### Placed cells, one color a class, run 1

Scale bar: 20 um.
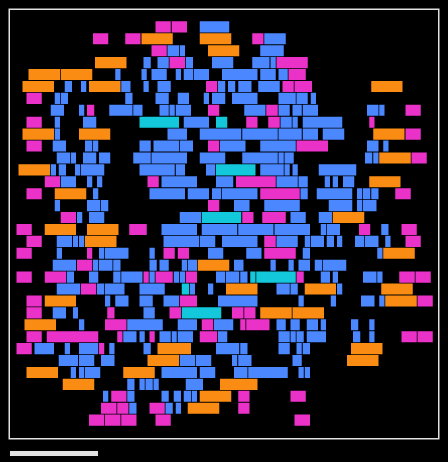
### Clock distribution, run 1

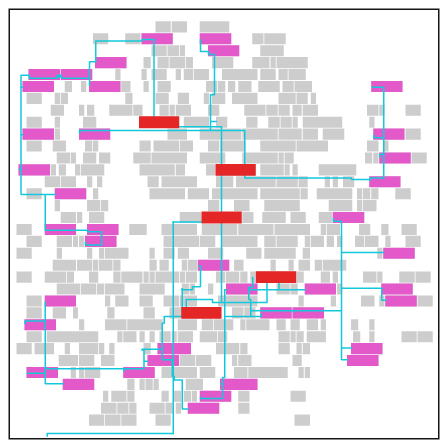
### Congestion heat map, run 1

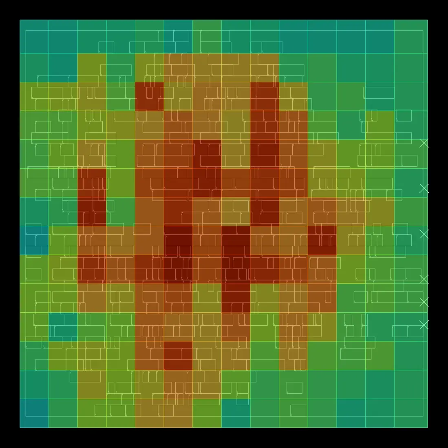
**src/rtl/rotr_pkg.sv**
```systemverilog
// Shared types and constants for the iterative rotate-right unit.
package rotr_pkg;

    // Default datapath geometry; CNT_W is log2(WIDTH) and also the BUSY cycle count.
    localparam int unsigned ROTR_WIDTH = 16;
    localparam int unsigned ROTR_CNT_W = 4;

    // Control FSM states; 2'b11 is unused and recovers to IDLE.
    typedef enum logic [1:0] {
        ROTR_IDLE = 2'b00,
        ROTR_BUSY = 2'b01,
        ROTR_DONE = 2'b10
    } rotr_state_e;

    // Width of the stage index k, which counts 0..cnt_w-1 (at least 1 bit).
    function automatic int unsigned rotr_k_w(input int unsigned cnt_w);
        return (cnt_w > 1) ? $clog2(cnt_w) : 1;
    endfunction

endpackage

```
**src/rtl/rotate_right_stage.sv**
```systemverilog
// One binary-weighted rotate-right stage: rotates d right by 2^k when en is set.
module rotate_right_stage
    import rotr_pkg::*;
#(
    parameter int unsigned WIDTH = ROTR_WIDTH,
    parameter int unsigned K_W   = rotr_k_w(ROTR_CNT_W)
) (
    input  logic [WIDTH-1:0] d,
    input  logic [K_W-1:0]   k,
    input  logic             en,
    output logic [WIDTH-1:0] o_rot
);

    logic [31:0]      w_amt;
    logic [WIDTH-1:0] w_rot;

    // Rotate by 2^k: bits shifted out of the LSB end re-enter at the MSB end.
    always_comb begin
        w_amt = 32'd1 << k;
        w_rot = (d >> w_amt) | (d << (WIDTH - w_amt));
        o_rot = en ? w_rot : d;
    end

endmodule

```
**src/rtl/rotate_right_iter.sv**
```systemverilog
// Multi-cycle rotate-right unit with valid/ready handshakes on both sides.
// One binary-weighted stage (2^k bits) is applied per clock in BUSY, so an op
// takes CNT_W BUSY cycles and the result is held in DONE until consumed.
// Optional build macro ROTR_ZERO_BYPASS_EN: an accept with Cnt==0 skips BUSY
// and goes straight to DONE with Out<=In.
module rotate_right_iter
    import rotr_pkg::*;
#(
    parameter int unsigned WIDTH = ROTR_WIDTH,
    parameter int unsigned CNT_W = ROTR_CNT_W
) (
    input  logic             clk,
    input  logic             rst,
    input  logic             in_valid,
    output logic             in_ready,
    input  logic [WIDTH-1:0] In,
    input  logic [CNT_W-1:0] Cnt,
    output logic             out_valid,
    input  logic             out_ready,
    output logic [WIDTH-1:0] Out,
    output logic             busy
);

    localparam int unsigned K_W = rotr_k_w(CNT_W);
    localparam logic [K_W-1:0] K_LAST = K_W'(CNT_W - 1);

    rotr_state_e      r_state;
    rotr_state_e      w_state_next;
    logic [WIDTH-1:0] r_acc;
    logic [WIDTH-1:0] w_acc_next;
    logic [CNT_W-1:0] r_cnt;
    logic [CNT_W-1:0] w_cnt_next;
    logic [K_W-1:0]   r_k;
    logic [K_W-1:0]   w_k_next;
    logic [WIDTH-1:0] r_out;
    logic [WIDTH-1:0] w_out_next;
    logic [WIDTH-1:0] w_stage_out;
    logic             w_stage_en;

    // Only the bit of the amount selected by the current stage index matters.
    assign w_stage_en = r_cnt[r_k];

    rotate_right_stage #(
        .WIDTH (WIDTH),
        .K_W   (K_W)
    ) u_stage (
        .d     (r_acc),
        .k     (r_k),
        .en    (w_stage_en),
        .o_rot (w_stage_out)
    );

    // State and datapath registers; reset aborts any op and clears the result.
    always_ff @(posedge clk) begin
        if (rst) begin
            r_state <= ROTR_IDLE;
            r_acc   <= '0;
            r_cnt   <= '0;
            r_k     <= '0;
            r_out   <= '0;
        end else begin
            r_state <= w_state_next;
            r_acc   <= w_acc_next;
            r_cnt   <= w_cnt_next;
            r_k     <= w_k_next;
            r_out   <= w_out_next;
        end
    end

    // Next-state and datapath update; everything holds unless a transition says otherwise.
    always_comb begin
        w_state_next = r_state;
        w_acc_next   = r_acc;
        w_cnt_next   = r_cnt;
        w_k_next     = r_k;
        w_out_next   = r_out;

        case (r_state)
            ROTR_IDLE: begin
                if (in_valid) begin
                    w_acc_next   = In;
                    w_cnt_next   = Cnt;
                    w_k_next     = '0;
                    w_state_next = ROTR_BUSY;
`ifdef ROTR_ZERO_BYPASS_EN
                    // A zero rotate needs no stages; publish the operand directly.
                    if (Cnt == '0) begin
                        w_out_next   = In;
                        w_state_next = ROTR_DONE;
                    end
`endif
                end
            end

            ROTR_BUSY: begin
                w_acc_next = w_stage_out;
                w_k_next   = r_k + K_W'(1);
                if (r_k == K_LAST) begin
                    w_out_next   = w_stage_out;
                    w_state_next = ROTR_DONE;
                end
            end

            ROTR_DONE: begin
                if (out_ready) begin
                    w_state_next = ROTR_IDLE;
                end
            end

            default: begin
                w_state_next = ROTR_IDLE;
            end
        endcase
    end

    // Handshake outputs decode directly from the state register.
    always_comb begin
        in_ready  = (r_state == ROTR_IDLE);
        out_valid = (r_state == ROTR_DONE);
        busy      = (r_state == ROTR_BUSY) || (r_state == ROTR_DONE);
        Out       = r_out;
    end

endmodule

```
**config.mk**
```make
export PLATFORM = sky130hd
export DESIGN_NAME = rotate_right_iter
export DESIGN_NICKNAME = d
export VERILOG_FILES = /design/src/rtl/rotr_pkg.sv /design/src/rtl/rotate_right_stage.sv /design/src/rtl/rotate_right_iter.sv
export SDC_FILE = /design/constraint.sdc
export NUM_CORES = 1
export LEC_CHECK = 0
export CORE_UTILIZATION = 33
export CTS_BUF_LIST = sky130_fd_sc_hd__clkbuf_16
export DETAILED_ROUTE_END_ITERATION = 8
export GPL_TIMING_DRIVEN = 0
export MAX_ROUTING_LAYER = met4
export PLACE_DENSITY = 0.6
export SYNTH_ARGS = -nofsm -noshare
export SYNTH_HDL_FRONTEND = slang
export SYNTH_SLANG_ARGS = --single-unit
export TNS_END_PERCENT = 100
```
**constraint.sdc**
```tcl
create_clock -name clk -period 2.1 [get_ports clk]
set_input_delay 0.42 -clock clk [delete_from_list [all_inputs] [get_ports clk]]
set_output_delay 0.42 -clock clk [all_outputs]
set_load 0.01 [all_outputs]
```
==> run summary, run 1 <==
run metrics: Max-Cap Viols 0, CP Capture Type flip-flop, Mean Syn Cell Area 8.84 sq um, Finish-stage setup viols 10, Yosys cell types ~67, Post-synth EDFFs 0, Mapped Cells 342, GRT Residual Overflow 0, vias in the first global route ~2900, largest net degree at the start of global routing 14, Registers, synthesis 40, fin crit period around 2200 ps, failing checks DRC, setup timing, clk root buf clkbuf_16, fp_density between 30% and 40%, worst vdd ir 0.00105 V, Pwr Density between 1000 and 1500 nW/um^2, placed cell count roughly 490, Port-buffer cells 42, first-pass GRT wire length roughly 17000 um, Placer Congestion 0.922, status complete, but fails checks, fmax 445 MHz, Total Wirelength 11100 um, ys flop type dfxtp_1, clock buffer depth 2, Post-Syn Area 3020 sq um, critical path startpoint category flip-flop, vias per cell 5.90, number of DRC markers in iteration 0 260, post-layout util 49.2%, Antenna diodes 0, Core Area roughly 9000 sq um, Synth Seq Share 26.5%, Routed Antenna Nets 0, Horiz. Die Dim 97.7 um, site row count 34, Inserted Clock Buffers 5, most frequent cells in the layout clkdlybuf4s50_1 (42), dfxtp_1 (38), nor2_1 (38), crit path DAT 2490 ps, most used logic cell in the final layout clkdlybuf4s50_1, setup TNS -427 ps, DIE AREA 9540 sq um, OpenROAD warning count 34, ys cells 342, H-Tree Depth 2, I/O Pins 43, Hold Path Stages 2, warnings from Yosys 0, Hold Buf Count CTS 0, RSZ-0062 raised after global routing yes, CP Max Fanout 8, Slew Limit Fails 0, Detail Placement HPWL 7800 um, Non-Filler Instances 520, final period utilization 107%, final worst clock skew 6.90 ps, Slew HR 53.3%, CTS tree done, critical path class reg2reg, worst path required time 2340 ps, worst min path class reg2reg, layout cells sized above 1 32.3%, asr flop ratio synth 0%, Die Ht 97.7 um, clock latency on the worst-skew pair about 290 ps, Hold Violations, Final 0, Setup WS post-layout -149 ps, Final Net Count 444, area delta synth->final 43.4%, drt drc 12, Yosys chip area about 3000 sq um, antenna violations before repair 0, Syn Nets about 380, Leakage Power about 0.0016 uW, Worst Tran Pin Value 701 ps, first drt pass iteration count 7, via count 3069, Num Clock Sinks ~40, Power, Total 5390 uW, Clock Pin Slew Worst Setup and Hold Paths 60 ps, reg2reg path depth 9
-- 'Placed cells, one color a class' (at the start) --
| color | class | cells | share of their area |
|---|---|---|---|
| blue | all other logic | 273 | 56% |
| orange | flip-flops | 40 | 19% |
| cyan | clock drivers and dummy loads | 8 | 3.4% |
| magenta | other buffers and delay cells | 91 | 21% |

-- 'Clock distribution' (at the start) --
[magenta] flip-flops | count: 40
[red] cells driving clock nets | count: 5
[cyan] clock wires | length: 725 um
flops lie: spread over the die
routed clock nets: 6

-- 'Congestion heat map' (at the start) --
GR Util All Layers: 23.9%
most used routing layer: met2
met3 global-route usage: 7.12%
per-cell routed wire length: 21.3 um
met2 Resource Use GR: 35.2%

## run 1: cells by family (layout without fill, tap and decap cells)
group	after synthesis	in the layout	synth area share, %
buffers and inverters	43	113	8.45
muxes	42	42	21.3
xor gates and xnor gates	2	2	0.580
adders and majority gates	9	9	3.73
AOI/OAI and AO/OA	92	92	21.9
and+or+nand+nor	114	114	17.6
DFF	40	40	26.5
## run 1: per-stage QoR
step / cell area, sq um / hold WS, ps / setup WS, ps
after floorplan: 3050 / 446 / 2.55
after global placement: 3610 / 446 / -580
after detailed placement: 3610 / 449 / -581
after CTS: 3910 / 463 / -131
after global routing: 4330 / 495 / -187
final: 4330 / 460 / -149
## run 1: timing repair
action / 4_1_cts / 5_1_grt
setup buffers: 6 / 14
gates cloned: 0 / 2
endpoints found under the setup margin: 30 / 28
pin swaps: 6 / 26
resized: 35 / 67
## run 1: state kept, by name (all words and copies together) (netlist names)
register	flops
Out	16
r_acc	16
r_cnt	4
r_k	2
r_state	2
## run 1: where the power goes
group	switching [uW]	leakage, uW	internal (uW)	total, uW
Combinational	1730	0.00116	1680	3410
Clock	349	0.0000710	435	785
Sequential	281	0.000327	907	1190
Total	2360	0.00155	3020	5390
## run 1: Yosys cell counts, drive strengths merged, types with 2 or more instances
master,number,area [sq um]
dfxtp,40,801
nand2,33,124
a21oi,19,95.1
nor4,2,12.5
a211oi,5,37.5
mux4,17,387
o22ai,3,18.8
nor2b,6,37.5
a22oi,4,30.0
and2,3,18.8
nand2b,5,38.8
and3,2,12.5
a32o,4,40.0
a31oi,2,12.5
a311oi,5,43.8
nand3,6,30.0
a21boi,4,33.8
mux2,5,56.3
nor3,11,55.1
a211o,4,35.0
buf,12,85.1
nor4b,2,23.8
mux2i,20,200
nor2,40,150
o21a,3,22.5
a2111oi,2,17.5
inv,14,52.6
a221oi,7,61.3
o21ai,14,70.1
clkbuf,16,85.1
ha,9,113
## run 1: critical path, stage by stage (launching register included)
cell and delay, ps:
dfxtp_2 340, buf_6 100, inv_4 40, ha_4 170, buf_12 140, mux2i_2 160, mux4_2 530, a211o_1 310
nor4b_2 250, o22a_1 150
## run 1: layer usage
| metal | track usage [%] | wire length (um) | up-vias |
|---|---|---|---|
| met1 | 31.4 | 4910 | 1475 |
| met4 | 7.34 | 216 | 0 |
| met2 | 35.2 | 4930 | 159 |
| met5 | - | 0 | - |
| met3 | 7.12 | 1040 | 17 |
| li1 | - | - | 1418 |
## run 1: layout make-up
type	instances	area, sq um
inverter	14	60.1
multi-input combinational	259	2290
timing repair buffer	64	633
clock inverter	3	16.3
buffer	27	269
clock buffer	5	125
tap	108	135
fill	816	4470
sequential	40	806
## run 1: path summary, 6_finish.rpt
check | start | endpoint | slack [ps]
setup reg to reg | r_k[1] | r_acc[2] | -150
hold reg to reg | Out[12] | Out[12] | 460
hold / removal | Out[12] | Out[12] | 460
setup / recovery | r_k[1] | r_acc[2] | -150
==> inputs of run 2 (changes only) <==
CTS_CLUSTER_SIZE = 16   (was default)
### Supply network, run 2

Pins as bars on the die edge. Tap cells in gray.
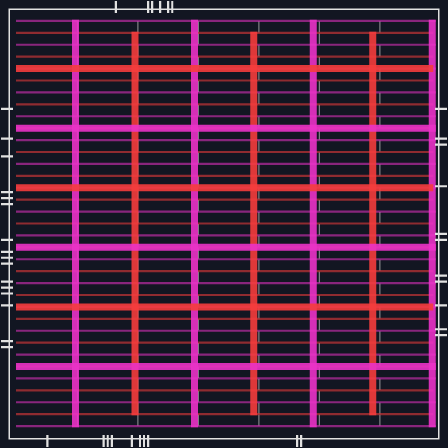
| color | net |
|---|---|
| red | VDD |
| magenta | VSS |
met4 straps: 7
tap cells: 108
met5 straps: 6
met1 rails: 35

### Congestion heat map, run 2

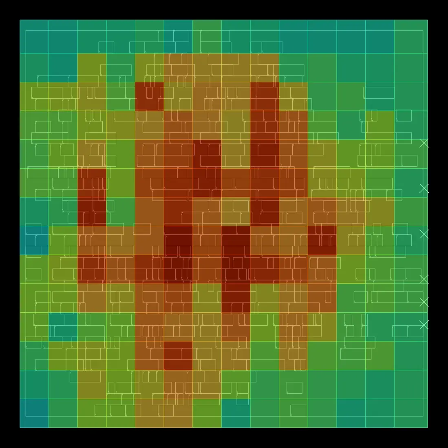
post-layout util: 49.2%
met1 GRT Util: 31.4%

==> run 2 against run 1 <==
Against the previous run:
- the run still ends with DRC, setup timing left
- final cell count unchanged
- combinational power about the same
- synthesized cell count unchanged
- final area unchanged
- critical endpoint unchanged
- highest routed layer unchanged
==> run summary, run 2 <==
run metrics: status complete, but fails checks, failing checks DRC, setup timing, Detail Placement HPWL 7800 um, Antenna diodes 0, Total Wirelength 11100 um, GR Util All Layers 23.9%, Port-buffer cells 42, Registers, synthesis approximately 40, area delta synth->final 43.4%, clk root buf clkbuf_16, fmax 445 MHz, Post-synth EDFFs 0, Dominant cell area share between 20% and 30%, I/O Pins between 40 and 50, via count 3069, fillers ~820, CTS tree done, hold slack about 460 ps, per-cell routed wire length 21.3 um, Slew Limit Fails 0, Non-Filler Instances 520, Post-Synth AOI/OAI Area between 20 and 25%, Synth Seq Share 26.5%, Commonest cells post-synth dfxtp_1 (40), nor2_1 (40), nand2_1 (33), clock buffer depth 2, critical path class reg2reg, Syn Nets about 380, Setup WS post-layout -149 ps, DIE AREA 9540 sq um, vias in the first global route 2938, Num Clock Sinks 40, top flop regs Out: 16 flops, r_acc: 16 flops, r_cnt: 4 flops, Die Ht 97.7 um, post-synth top area cell dfxtp_1, Mapped Cells 342, Slew HR 53.3%, fin crit period roughly 2200 ps, Finish-stage setup viols 10, Inserted Clock Buffers 5, fp_density 34.3%, Mean Syn Cell Area slightly below 9 sq um, Worst Tran Pin Value 701 ps, most frequent cells in the layout clkdlybuf4s50_1 (42), dfxtp_1 (38), nor2_1 (38), critical path startpoint category flip-flop, Cell area leaders dfxtp_1 (27%), mux4_2 (12%), mux2i_1 (6.6%), Max-Cap Viols 0, CP Capture Type flip-flop, drt drc 12, antenna violations before repair 0, most used logic cell in the final layout clkdlybuf4s50_1, Core Area 8810 sq um, CP Max Fanout 8, dpl ws -581 ps, main logic family after synthesis AND-OR/OR-AND gates, Reg2Reg Setup Slack -150 ps, Pwr Density between 1000 and 1500 nW/um^2, site row count 34, H-Tree Depth 2, RSZ-0062 raised after global routing yes, crit path DAT ~2500 ps, ys flop type dfxtp_1, Yosys cell types around 67, first drt pass iteration count 7, clock latency on the worst-skew pair around 290 ps, vias per cell roughly 5.9, asr flop ratio synth 0%, Horiz. Die Dim between 90 and 100 um
run 2: worst paths after layout:
check / start / end / cells past startpoint
max reg2reg: r_k[1] / r_acc[2] / 9
min reg2reg: Out[12] / Out[12] / 2
min: Out[12] / Out[12] / 2
max: r_k[1] / r_acc[2] / 9
run 2: cells by family (layout without fill, tap and decap cells):
kind of cell | Yosys count | count (layout)
and+or+nand+nor | 114 | 114
AOI/OAI and AO/OA | 92 | 92
muxes | 42 | 42
buffers and inverters | 43 | 113
DFF | 40 | 40
xor gates and xnor gates | 2 | 2
adders and majority gates | 9 | 9
run 2: final cells by class:
class / instances / area (sq um) / area share [%]
multi-input combinational: 259 / 2290 / 52.8
sequential: 40 / 806 / 18.6
timing repair buffer: 64 / 633 / 14.6
buffer: 27 / 269 / 6.21
tap: 108 / 135 / 3.12
clock buffer: 5 / 125 / 2.89
inverter: 14 / 60.1 / 1.39
clock inverter: 3 / 16.3 / 0.375
run 2: where the power goes:
part           switching (uW)  internal (uW)  total [uW]
Clock                     349            435         785
Sequential                281            907        1190
Combinational            1730           1680        3410
run 2: metrics by stage:
stage	TNS (ps)	area (sq um)
2_1_floorplan	0	3050
3_3_place_gp	-8140	3610
3_5_place_dp	-8010	3610
4_1_cts	-405	3910
5_1_grt	-1540	4330
6_report	-427	4330
run 2: layer usage:
metal | part of all wire, % | GRT usage, % | vias up
li1 | - | - | 1418
met1 | 44 | 31.4 | 1475
met2 | 44 | 35.2 | 159
met3 | 9.3 | 7.12 | 17
met4 | 1.9 | 7.34 | 0
met5 | 0 | - | -
run 2: what timing repair did:
action	CTS	global route
gates resized	35	67
setup buffers	6	14
endpoints found under the setup margin	30	28
pin swaps	6	26
hold buffers	0	0
gates cloned	0	2
run 2: worst max-delay path, cell delays in order (launching register included):
cell and delay [ps]:
dfxtp_2 340, buf_6 100, inv_4 40, ha_4 170, buf_12 140, mux2i_2 160
mux4_2 530, a211o_1 310, nor4b_2 250, o22a_1 150
Power is estimated from default activity; no workload was simulated.
